==> config.mk <==
export PLATFORM = sky130hd
export DESIGN_NAME = clock_ctrl
export DESIGN_NICKNAME = d
export VERILOG_FILES = /design/src/rtl/clock_pkg.sv /design/src/rtl/clock_ctrl_btn_repeat.sv /design/src/rtl/clock_ctrl.sv
export SDC_FILE = /design/constraint.sdc
export NUM_CORES = 1
export LEC_CHECK = 0
export CAP_MARGIN = 20
export CORE_ASPECT_RATIO = 1.5
export CORE_MARGIN = 3
export CORE_UTILIZATION = 45
export CTS_CLUSTER_DIAMETER = 50
export DETAILED_ROUTE_END_ITERATION = 12
export SLEW_MARGIN = 20
export SYNTH_ARGS = -nofsm -noshare
export SYNTH_HDL_FRONTEND = slang
export SYNTH_SLANG_ARGS = --single-unit
==> constraint.sdc <==
create_clock -name clk_src -period 13.7 [get_ports clk_src]
set_input_delay 4.11 -clock clk_src [delete_from_list [all_inputs] [get_ports clk_src]]
set_output_delay 4.11 -clock clk_src [all_outputs]
set_load 0.02 [all_outputs]
==> src/rtl/clock_pkg.sv <==
// Shared encodings for the clock mode controller: operating modes and time-field indices.
package clock_pkg;

  typedef enum logic [1:0] {
    MODE_OFF       = 2'd0,
    MODE_RUN       = 2'd1,
    MODE_SET       = 2'd2,
    MODE_ALARM_SET = 2'd3
  } mode_e;

  localparam int FIELD_SEC  = 0;
  localparam int FIELD_MIN  = 1;
  localparam int FIELD_HOUR = 2;
  localparam int NUM_FIELDS = 3;

endpackage

==> src/rtl/clock_ctrl_btn_repeat.sv <==
// One adjustment button: 2-flop synchronizer, rising-edge strobe, disarm-until-release
// and hold-to-repeat (first repeat after REPEAT_DELAY, then every REPEAT_RATE cycles).
module btn_repeat #(
  parameter int REPEAT_DELAY = 4,
  parameter int REPEAT_RATE  = 2,
  parameter int CNT_WIDTH    = 32
) (
  input  logic clk_src,
  input  logic reset,
  input  logic btn,
  input  logic allow,
  output logic strobe,
  output logic level
);

  localparam logic [CNT_WIDTH-1:0] DELAY  = CNT_WIDTH'(REPEAT_DELAY);
  localparam logic [CNT_WIDTH-1:0] RELOAD = CNT_WIDTH'(REPEAT_DELAY - REPEAT_RATE + 1);

  logic                 meta;
  logic                 sync;
  logic                 sync_d;
  logic                 armed;
  logic                 strobe_q;
  logic [CNT_WIDTH-1:0] hold_cnt;

  always_ff @(posedge clk_src or posedge reset) begin
    if (reset) begin
      meta     <= 1'b0;
      sync     <= 1'b0;
      sync_d   <= 1'b0;
      armed    <= 1'b1;
      strobe_q <= 1'b0;
      hold_cnt <= '0;
    end else begin
      meta   <= btn;
      sync   <= meta;
      sync_d <= sync;
      if (!sync) begin
        armed    <= 1'b1;
        strobe_q <= 1'b0;
        hold_cnt <= '0;
      end else if (!allow || !armed) begin
        // Held through a mode change or a conflict: stay silent until released.
        armed    <= 1'b0;
        strobe_q <= 1'b0;
        hold_cnt <= '0;
      end else if (!sync_d) begin
        strobe_q <= 1'b1;
        hold_cnt <= CNT_WIDTH'(1);
      end else if (hold_cnt == DELAY) begin
        // Reloading makes the counter revisit DELAY every REPEAT_RATE cycles.
        strobe_q <= 1'b1;
        hold_cnt <= RELOAD;
      end else begin
        strobe_q <= 1'b0;
        hold_cnt <= hold_cnt + CNT_WIDTH'(1);
      end
    end
  end

  assign strobe = strobe_q & allow;
  assign level  = sync;

endmodule

==> src/rtl/clock_ctrl.sv <==
// Mode sequencer (OFF/RUN/SET/ALARM_SET), 1 Hz tick prescaler and per-field inc/dec strobes.
// Strobes are single-cycle pulses with no back-pressure: the datapath must act on every pulse.
module clock_ctrl
  import clock_pkg::*;
#(
  parameter int TICK_DIV     = 5,
  parameter int REPEAT_DELAY = 4,
  parameter int REPEAT_RATE  = 2,
  parameter int CNT_WIDTH    = 32
) (
  input  logic       clk_src,
  input  logic       reset,
  input  logic       power,
  input  logic       enable,
  input  logic       timing_clock_switch,
  input  logic [2:0] add_time,
  input  logic [2:0] sub_time,
  output logic       tick,
  output logic [2:0] inc,
  output logic [2:0] dec,
  output logic       target,
  output logic       clear,
  output logic [1:0] mode
);

  localparam logic [CNT_WIDTH-1:0] TICK_LAST = CNT_WIDTH'(TICK_DIV - 1);

  logic [2:0]           ctrl_meta;
  logic [2:0]           ctrl_sync;
  mode_e                state;
  mode_e                prev_state;
  mode_e                next_state;
  logic [CNT_WIDTH-1:0] presc;
  logic                 setting;
  logic [2:0]           field_allow;
  logic [2:0]           add_stb;
  logic [2:0]           sub_stb;
  logic [2:0]           add_lvl;
  logic [2:0]           sub_lvl;

  always_ff @(posedge clk_src or posedge reset) begin
    if (reset) begin
      ctrl_meta  <= '0;
      ctrl_sync  <= '0;
      state      <= MODE_OFF;
      prev_state <= MODE_OFF;
      presc      <= '0;
    end else begin
      ctrl_meta  <= {power, enable, timing_clock_switch};
      ctrl_sync  <= ctrl_meta;
      state      <= next_state;
      prev_state <= state;
      if (state == MODE_OFF) begin
        presc <= '0;
      end else if (state == MODE_RUN) begin
        presc <= (presc == TICK_LAST) ? '0 : presc + CNT_WIDTH'(1);
      end
    end
  end

  // ctrl_sync = {power, enable, timing_clock_switch}
  always_comb begin
    next_state = MODE_SET;
    if (!ctrl_sync[2]) begin
      next_state = MODE_OFF;
    end else if (ctrl_sync[0]) begin
      next_state = MODE_ALARM_SET;
    end else if (ctrl_sync[1]) begin
      next_state = MODE_RUN;
    end
  end

  always_comb begin
    clear  = (state == MODE_OFF);
    target = (state == MODE_ALARM_SET);
    tick   = (state == MODE_RUN) && (presc == TICK_LAST);
    mode   = state;
  end

  // The first cycle in a new mode drops allow, which disarms any button still held.
  assign setting     = ((state == MODE_SET) || (state == MODE_ALARM_SET)) && (state == prev_state);
  assign field_allow = {3{setting}} & ~(add_lvl & sub_lvl);

  for (genvar i = 0; i < NUM_FIELDS; i++) begin : g_field
    btn_repeat #(
      .REPEAT_DELAY(REPEAT_DELAY),
      .REPEAT_RATE (REPEAT_RATE),
      .CNT_WIDTH   (CNT_WIDTH)
    ) u_add (
      .clk_src(clk_src),
      .reset  (reset),
      .btn    (add_time[i]),
      .allow  (field_allow[i]),
      .strobe (add_stb[i]),
      .level  (add_lvl[i])
    );

    btn_repeat #(
      .REPEAT_DELAY(REPEAT_DELAY),
      .REPEAT_RATE (REPEAT_RATE),
      .CNT_WIDTH   (CNT_WIDTH)
    ) u_sub (
      .clk_src(clk_src),
      .reset  (reset),
      .btn    (sub_time[i]),
      .allow  (field_allow[i]),
      .strobe (sub_stb[i]),
      .level  (sub_lvl[i])
    );
  end

  assign inc = add_stb & ~sub_stb;
  assign dec = sub_stb & ~add_stb;

endmodule

==> run summary <==
fresh numbers from the pnr run: outcome=complete, no violations, Post-synth area hogs=dfrtp_1 (50%), xor2_1 (7.4%), nor2_1 (6.4%), xnor2_1 (4.4%), nand4_1 (4.0%), worst hold path type=reg2reg, buffering overhead=1.77%, Util after Layout=51.7%, H-Tree Depth=1, Critical Path, Cell by Cell=xor2_1 -> a211oi_1 -> and3b_1 -> clkdlybuf4s50_1, Net Count, Synth=1365, metal3 WL=~610 um, Via-to-Cell Ratio=5.53, fmax=between 100 and 150 MHz, Post-CTS Setup Bufs=0, most instantiated logic cells after routing=dfrtp_1 (258), nor2_1 (223), xor2_1 (110), Non-clock inverters=29, multi-input gates=between 900 and 1000, Filler Cells Inserted=2589, root buffer cell=clkbuf_16, Mapped Area=roughly 13000 um^2, CTS tree=yes, Yosys reg bits=264, worst ir drop on vdd=0.108 mV, logic area=slightly above 6000 um^2, buffers and inverters on the worst path=1, Top non-seq family=simple AND/OR/NAND/NOR gates, final period utilization=between 50% and 60%, Seq. cell area=6610 um^2, Req. time, crit path=around 9.6 ns
## path summary, 6_finish.rpt
path	from	to	slack, ns	cells after the start
max in group asynchronous	reset	g_field[1].u_add.hold_cnt[22]	8.31	3
hold / removal	ctrl_meta[0]	ctrl_sync[0]	0.35	0
setup / recovery	mode[0]	inc[2]	6.76	4
hold reg to reg	ctrl_meta[0]	ctrl_sync[0]	0.35	0
min in group asynchronous	reset	g_field[0].u_sub.hold_cnt[10]	4.15	2
setup reg to reg	mode[0]	g_field[1].u_add.hold_cnt[31]	10.88	5
## cells by family after synthesis
kind of cell,Yosys count
simple gates,705
flops,264
xor+xnor,176
compound gates,94
buf+inv,84
fa+ha+maj,14
mux,3
Fig. 1: gate-type map
Bar = 50 um.
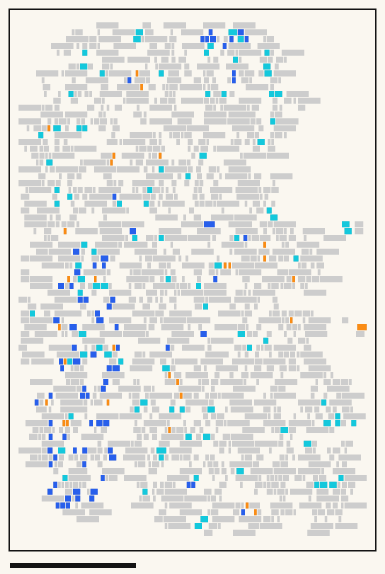
legend:
  inv cells:
    colour: orange
    cells: 29
    most_used: inv_1
  and/or cells:
    colour: cyan
    cells: 93
    most_used: and3_1
    where: all over the die
  aoi and oai cells:
    colour: blue
    cells: 77
    most_used: a21oi_1
commonest non-fill, non-tap cell in the layout: dfrtp_1
Non-Filler Instances: 1753
Comb/total area: 41.5%

Fig. 2: where the registers sit
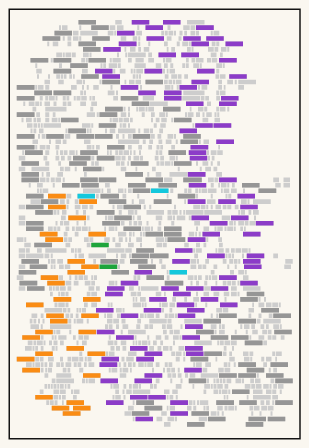
legend:
  `g_field.u_add.sync_d`:
    colour: cyan
    flops: 3
  `g_field.u_sub.hold_cnt`:
    colour: purple
    flops: 96
  `prev_state`:
    colour: green
    flops: 2
  `presc`:
    colour: orange
    flops: 32
not coloured: 131

Fig. 3: routed metal, one colour a layer
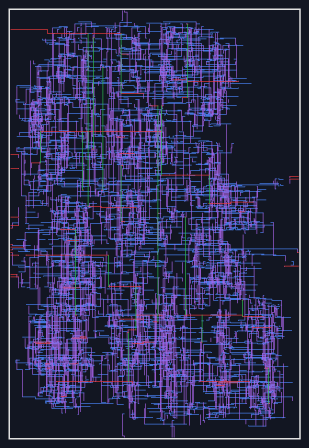
legend:
  M3:
    colour: red
    wire_length: 607 um
  M2:
    colour: purple
    wire_length: 13600 um
  M1:
    colour: blue
    wire_length: 12300 um
  M4:
    colour: green
    wire_length: 693 um
routed len/inst: 15.5 um
drt total wl: 27200 um
Overall Global Routing Usage: 17.8%
vias: 9699

Fig. 4: clock nets
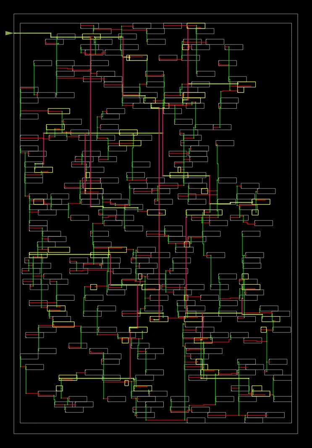
Late-Pin Clk Latency: 0.57 ns
CTS buffer count: 30
CTS sink cnt: 264
layout clock buffer count: 34
Clock group: 0.855 mW

No activity file was given, so power comes from the tool's default toggle rates.
